**Supply network**

Pins as bars on the die edge.
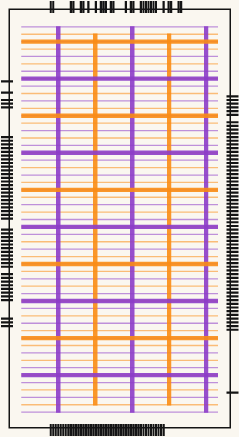
**Cell classes on the final placement**

Scale bar: 20 um.
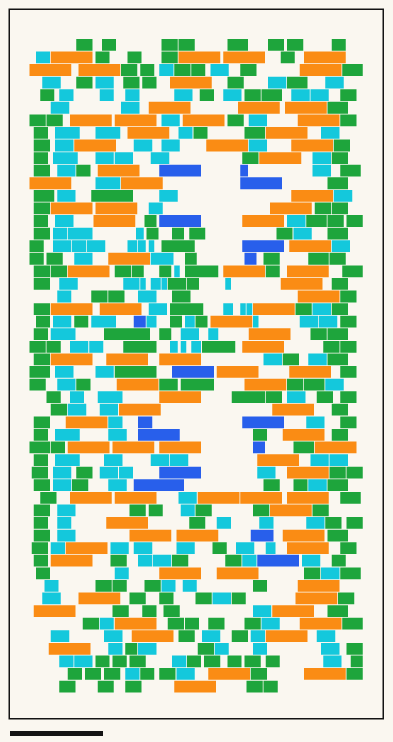
**Routed clock nets over the placement**

Scale bar: 20 um.
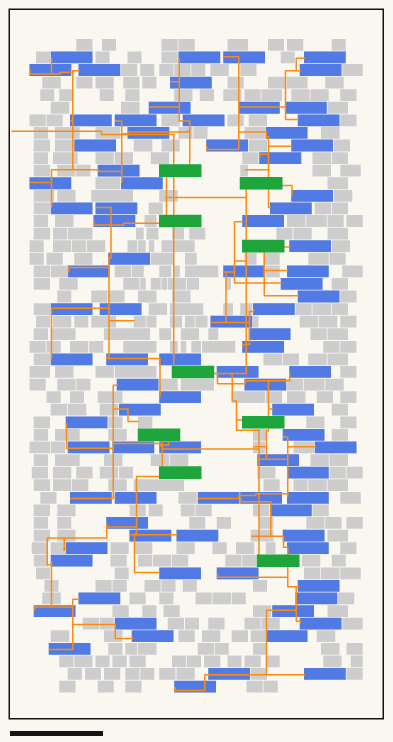
**Routed metal, one color a layer**

Only two layers are drawn.
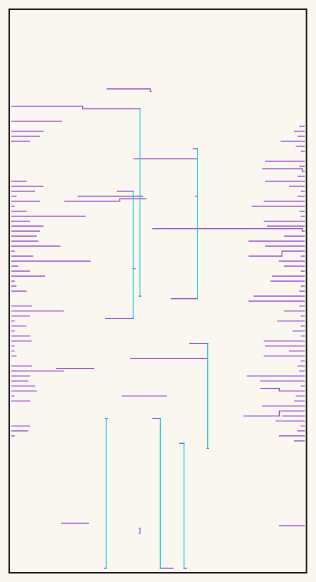
[src/rtl/memory_arbiter.sv]
// Two-port arbiter/sequencer in front of the 64K x 16 stack memory.
// Define MEMARB_FIXED_PRIO_EN for fixed priority (port 0 wins ties).
module memory_arbiter #(
    parameter int AW = 16,
    parameter int DW = 16
) (
    input  logic          c_CLOCK,
    input  logic          c_RESETn,
    input  logic          i_REQ0,
    input  logic          i_REQ1,
    input  logic          i_WE0,
    input  logic          i_WE1,
    input  logic [AW-1:0] i_ADDR0,
    input  logic [AW-1:0] i_ADDR1,
    input  logic [DW-1:0] i_WDATA0,
    input  logic [DW-1:0] i_WDATA1,
    output logic          o_GNT0,
    output logic          o_GNT1,
    output logic          o_RVALID0,
    output logic          o_RVALID1,
    output logic [DW-1:0] o_OP1,
    output logic [DW-1:0] o_OP2,
    output logic          o_BUSY,
    output logic [AW-1:0] o_RADDR,
    output logic [AW-1:0] o_WADDR,
    output logic [DW-1:0] o_DATA,
    output logic          o_WRITE,
    input  logic [DW-1:0] i_OP1,
    input  logic [DW-1:0] i_OP2
);

    typedef enum logic [1:0] {
        IDLE,
        RD_ADDR,
        RD_DATA,
        WR
    } state_e;

    state_e        state_q, state_d;
    logic          port_q, port_d;
    logic          gnt0_q, gnt0_d;
    logic          gnt1_q, gnt1_d;
    logic          rv0_q, rv0_d;
    logic          rv1_q, rv1_d;
    logic          write_q, write_d;
    logic [AW-1:0] raddr_q, raddr_d;
    logic [AW-1:0] waddr_q, waddr_d;
    logic [DW-1:0] data_q, data_d;
    logic [DW-1:0] op1_q, op1_d;
    logic [DW-1:0] op2_q, op2_d;

    logic          any_req;
    logic          win;
    logic          win_we;
    logic [AW-1:0] win_addr;
    logic [DW-1:0] win_wdata;

    assign any_req = i_REQ0 | i_REQ1;

`ifdef MEMARB_FIXED_PRIO_EN
    // Port 0 wins whenever it asks.
    assign win = ~i_REQ0;
`else
    // prio_q names the port that wins the next tie.
    logic prio_q, prio_d;

    assign win = (i_REQ0 & i_REQ1) ? prio_q : i_REQ1;

    // Round-robin pointer: reset favours port 0.
    always_ff @(posedge c_CLOCK or negedge c_RESETn) begin
        if (!c_RESETn) prio_q <= 1'b0;
        else           prio_q <= prio_d;
    end

    // The loser of each grant becomes the preferred port.
    always_comb begin
        prio_d = prio_q;
        if (state_q == IDLE && any_req) prio_d = ~win;
    end
`endif

    assign win_we    = win ? i_WE1    : i_WE0;
    assign win_addr  = win ? i_ADDR1  : i_ADDR0;
    assign win_wdata = win ? i_WDATA1 : i_WDATA0;

    // State and every output are registered; reset aborts any access.
    always_ff @(posedge c_CLOCK or negedge c_RESETn) begin
        if (!c_RESETn) begin
            state_q <= IDLE;
            port_q  <= 1'b0;
            gnt0_q  <= 1'b0;
            gnt1_q  <= 1'b0;
            rv0_q   <= 1'b0;
            rv1_q   <= 1'b0;
            write_q <= 1'b0;
            raddr_q <= '0;
            waddr_q <= '0;
            data_q  <= '0;
            op1_q   <= '0;
            op2_q   <= '0;
        end else begin
            state_q <= state_d;
            port_q  <= port_d;
            gnt0_q  <= gnt0_d;
            gnt1_q  <= gnt1_d;
            rv0_q   <= rv0_d;
            rv1_q   <= rv1_d;
            write_q <= write_d;
            raddr_q <= raddr_d;
            waddr_q <= waddr_d;
            data_q  <= data_d;
            op1_q   <= op1_d;
            op2_q   <= op2_d;
        end
    end

    // Sequencer: only IDLE samples requests; pulses default low.
    always_comb begin
        state_d = state_q;
        port_d  = port_q;
        gnt0_d  = 1'b0;
        gnt1_d  = 1'b0;
        rv0_d   = 1'b0;
        rv1_d   = 1'b0;
        write_d = 1'b0;
        raddr_d = raddr_q;
        waddr_d = waddr_q;
        data_d  = data_q;
        op1_d   = op1_q;
        op2_d   = op2_q;
        unique case (state_q)
            IDLE: begin
                if (any_req) begin
                    port_d = win;
                    gnt0_d = ~win;
                    gnt1_d = win;
                    if (win_we) begin
                        state_d = WR;
                        write_d = 1'b1;
                        waddr_d = win_addr;
                        data_d  = win_wdata;
                    end else begin
                        state_d = RD_ADDR;
                        raddr_d = win_addr;
                    end
                end
            end
            RD_ADDR: state_d = RD_DATA;
            RD_DATA: begin
                state_d = IDLE;
                op1_d   = i_OP1;
                op2_d   = i_OP2;
                rv0_d   = ~port_q;
                rv1_d   = port_q;
            end
            WR:      state_d = IDLE;
            default: state_d = IDLE;
        endcase
    end

    assign o_GNT0    = gnt0_q;
    assign o_GNT1    = gnt1_q;
    assign o_RVALID0 = rv0_q;
    assign o_RVALID1 = rv1_q;
    assign o_OP1     = op1_q;
    assign o_OP2     = op2_q;
    assign o_BUSY    = (state_q != IDLE);
    assign o_RADDR   = raddr_q;
    assign o_WADDR   = waddr_q;
    assign o_DATA    = data_q;
    assign o_WRITE   = write_q;

endmodule

[config.mk]
export PLATFORM = sky130hd
export DESIGN_NAME = memory_arbiter
export DESIGN_NICKNAME = d
export VERILOG_FILES = /design/src/rtl/memory_arbiter.sv
export SDC_FILE = /design/constraint.sdc
export NUM_CORES = 1
export LEC_CHECK = 0
export CAP_MARGIN = 20
export CORE_ASPECT_RATIO = 2
export CORE_MARGIN = 4
export CORE_UTILIZATION = 37
export DETAILED_ROUTE_END_ITERATION = 8
export HOLD_SLACK_MARGIN = 0.02
export PLACE_DENSITY_LB_ADDON = 0.2
export SYNTH_ARGS = -nofsm -noshare
export SYNTH_HDL_FRONTEND = slang
export SYNTH_SLANG_ARGS = --single-unit
[constraint.sdc]
create_clock -name c_CLOCK -period 1.75 [get_ports c_CLOCK]
set_clock_uncertainty 0.2 [all_clocks]
set_input_delay 0.175 -clock c_CLOCK [delete_from_list [all_inputs] [get_ports c_CLOCK]]
set_output_delay 0.175 -clock c_CLOCK [all_outputs]
set_load 0.03 [all_outputs]
==> notes.md <==
Results of the flow run.

The total area of multi-input combinational cells stands at 0.00155 mm2. The final reports fail on setup timing. The share of total power in sequential cells stands at 29.2%. The run finished, with violations left. The pin count of the biggest net entering global routing stands at 37. The clock transition at the registers of the reported paths stands at 0.07 ns. The maximum achievable frequency stands at 0.571 GHz. The critical path is of the register to register type. For reference, the critical path is captured by o_RADDR[11]$_DFFE_PN0P_.

The horizontal die dimension reported for this design is 80.5 um. STA classifies the critical path endpoint as a register. The initial antenna violation count is 0.

Per the placement log, port buffering inserted 187 buffers. The power per standard cell area stands at 1910 mW/mm2. The number of cells in the yosys synthesis report stands at 263. Global routing finished with a remaining overflow of 0. The number of setup violations in the final report stands at 4.

Counting flops and latches in the post-synthesis netlist gives 89. The cell family contributing the most delay on the critical path is flip-flops. Max-cap violations in this run came to 0. A synthesized cell averages 14.8 um2.

The cell count after placement stands at 582. The area added between synthesis and finish stands at 66.5%. Dividing the detail-routed via count by the number of cells gives 5.19. Of the available clock period, the critical path in the final layout requires 100%. The tree is rooted in a sky130_fd_sc_hd__clkbuf_16. The cell area that synthesis handed to floorplanning was 0.00389 mm2. The synthesized netlist has a Yosys-reported chip area of 0.00389 mm2. The die footprint stands at 0.0123 mm2.

From bottom edge to top edge, the die measures 153 um. The top fanout value on the critical path stands at 8. STA lists the startpoint of the worst register-to-register path as prio_q$_DFFE_PN0P_. The count of cells in the finished layout, fillers not included, comes to 606. The number of violations reported at the end of detailed-routing iteration 0 stands at 92.

For reference, the critical path is launched at prio_q$_DFFE_PN0P_. The last weighted congestion value of the routability-driven placer stands at 0.736. Routing resource usage on met2 recorded by global route was 34.4%. The reported leakage power stands at 3.02 nW. The actual slew at the worst max-slew pin stands at 0.519 ns. For the final routed database, the setup TNS stands at -0.00389 ns. The layer flagged by global routing as most heavily used is met2. After filler insertion, the fill cell instance count of the layout stands at 826. The count of antenna-violating nets left after detailed routing stands at 0.

The H-tree depth stands at 3. Checking hold timing, the worst path is listed with class input port to asynchronous set/reset pin. The switching fraction of total power stands at 39.6%.

The area taken by flip-flops and latches stands at 0.00223 mm2. The total power draw stands at 0.0124 W. The first-pass GRT wire length stands at 17900 um. The distinct cell type count after synthesis stands at 25. The total inserted antenna cells stands at 0. The number of max-slew violations in the final report stands at 0. The floorplan utilization stands at 38.1%. The most critical hold endpoint after final layout shows a slack of 0.160 ns. STA classifies the critical path startpoint as a register.

The number of global-route vias before repair stands at 3566. The initialized floorplan defines 52 standard-cell rows. In the post-route analysis, the smallest setup slack over all paths is -0.00158 ns. Subtracting the final worst setup slack from the clock period gives 1.75 ns. The fraction of final layout cells with drive strength greater than 1 stands at 30.8%. Setup repair after global routing could not meet its margin everywhere. For the worst setup path, the data arrival time is 1.77 ns. The number of warnings printed during yosys synthesis stands at 0.

The post-route utilization of the core is recorded as 63.4%. The met3 global-route usage stands at 4.59%. The worst IR drop on VDD stands at 0.942 mV. The number of cells produced by synthesis stands at 263. Per STA, the highest per-stage delay on the worst path measures 0.38 ns. The buffer levels on the longest clock path stands at 2. The data required time at the worst endpoint stands at 1.77 ns. Counting every net in the synthesized netlist gives 365. The pre-CTS setup slack stands at -0.297 ns.

The slew check shows that the tightest pin keeps a relative margin of 65.4%. The HPWL reported at the end of detailed placement stands at 8410 um. For reference, the critical path cell chain is nand2b_4 > a21bo_2 > and3_4 > clkbuf_16 > mux2_4. The stage-log warning count stands at 29. The cell-internal power stands at 0.00747 W. The core footprint stands at 0.0102 mm2. TritonCTS built the clock tree. The share of the Yosys chip area taken by registers is 57.2%. The number of buffers and inverters on the critical path is 1. The CTS log lists the clock sinks for this run as 89.

STA shows the worst reg2reg path with a cell count of 5. The worst register-to-register path ends at o_RADDR[11]$_DFFE_PN0P_. Pin placement for this block handled 188 I/O pins.

The setup slack on the worst flop-to-flop path stands at -0.002 ns. The final design instance area without fill stands at 0.00648 mm2.
-- 'supply network' (at the start) --
[VDD] orange
[VSS] purple
rows: 52
signal pins: 188

-- 'cell classes on the final placement' (at the start) --
[flip-flops] orange | cells: 89 | share of their area: 35%
[clock drivers and dummy loads] blue | cells: 16 | share of their area: 4.8%
[other buffers and delay cells] green | cells: 212 | share of their area: 35%
[all other logic] cyan | cells: 154 | share of their area: 25%

-- 'routed clock nets over the placement' (at the start) --
[clock wires] orange | length: 1090 um
[flip-flops] blue | count: 89
[cells driving clock nets] green | count: 9
flops lie: widely spread
routed clock nets: 10
clk ins delay skew pair: 0.33 ns
share of total power in the clock network: 15.7%

-- 'routed metal, one color a layer' (at the start) --
[met3] purple | wire length: 896 um
[met4] cyan | wire length: 271 um
Total Routing Usage GR: 18.8%
vias after detailed routing: 3145
total detailed-routing wirelength: 11800 um
final routed wire length divided by cell count: 19.4 um

## cells in the mapped netlist, drive strengths merged
| library cell | instances | share of area [%] |
|---|---|---|
| nand3 | 1 | 0.13 |
| mux2 | 64 | 19 |
| o221a | 32 | 9.3 |
| o22a | 32 | 7.2 |
| and3 | 1 | 0.16 |
| nand2 | 4 | 0.45 |
| o22ai | 1 | 0.16 |
| clkbuf | 8 | 0.77 |
| buf | 12 | 2.1 |
| and2 | 2 | 0.32 |
| nor2 | 7 | 1.1 |
| nand4 | 1 | 0.16 |
| a31oi | 1 | 0.16 |
| a21oi | 3 | 0.39 |
| dfrtp | 89 | 57 |
| inv | 2 | 0.19 |
| a21bo | 1 | 0.26 |
| nand2b | 2 | 0.51 |
## state kept, by name, indices dropped and copies added, names as in the netlist
signal	count
o_WRITE	1
o_GNT0	1
o_RVALID1	1
o_OP2	16
o_WADDR	16
state_q	2
port_q	1
prio_q	1
o_RADDR	16
o_OP1	16
o_RVALID0	1
o_DATA	16
o_GNT1	1
## metal layers
layer,share of wire (%),up-vias
li1,-,1426
met1,35,1556
met2,55,145
met3,7.6,18
met4,2.3,0
met5,0,-
## cell usage in the layout, fill, tap and decap left out, drive strengths merged, types with 7 or more instances in the layout
cell type and n:
clkbuf 12, dlygate4sd2 49, clkdlybuf4s50 112, dfrtp 89
nor2 7, buf 23, dlymetal6s2s 25, o22a 32
mux2 64, o221a 32
## cells by family (layout without fill, tap and decap cells)
group                  count (synthesis)  in the layout  share of synthesized area (%)
AND-OR/OR-AND                         70             70                           17.4
buffers and inverters                 22            230                           3.09
flip-flops                            89             89                           57.2
multiplexers                          64             64                           19.5
AND/OR/NAND/NOR                       18             18                           2.80
## worst min path at each step
stage,end,slack [ns],cells after the start,start
6_report,o_OP1[6]$_DFFE_PN0N_,0.16,2,c_RESETn
5_1_grt,o_OP1[6]$_DFFE_PN0N_,0.20,2,c_RESETn
4_1_cts,o_OP1[6]$_DFFE_PN0N_,0.17,2,c_RESETn
3_5_place_dp,o_OP1[6]$_DFFE_PN0N_,-0.01,1,c_RESETn
3_3_place_gp,o_OP1[6]$_DFFE_PN0N_,-0.02,1,c_RESETn
2_1_floorplan,o_DATA[0]$_DFFE_PN0P_,-0.32,0,c_RESETn
## timing repair
action / in CTS / in global routing
cloned: 1 / 2
pin swaps: 2 / 20
setup buffers: 3 / 2
setup endpoints to repair: 82 / 65
hold buffers: 1 / 0
hold endpoints to repair: 52 / 0
gates resized: 51 / 29
## area by class of cell
type / count / area share, %
Inverter: 2 / 0.154
Tap cell: 135 / 2.61
Clock inverter: 6 / 1.02
Clock buffer: 10 / 3.69
Multi-Input combinational cell: 152 / 24.0
Timing Repair Buffer: 212 / 34.2
Sequential cell: 89 / 34.4
## power by group through the flow
stage                     sequential (W)  combinational, W  clock [W]
after global routing             0.00375           0.00720    0.00207
after CTS                        0.00363           0.00688    0.00200
final                            0.00361           0.00682    0.00194
after global placement           0.00365           0.00699          0
after floorplan                  0.00547           0.00245          0
after detailed placement         0.00367           0.00714          0
Power and IR drop assume default switching activity.
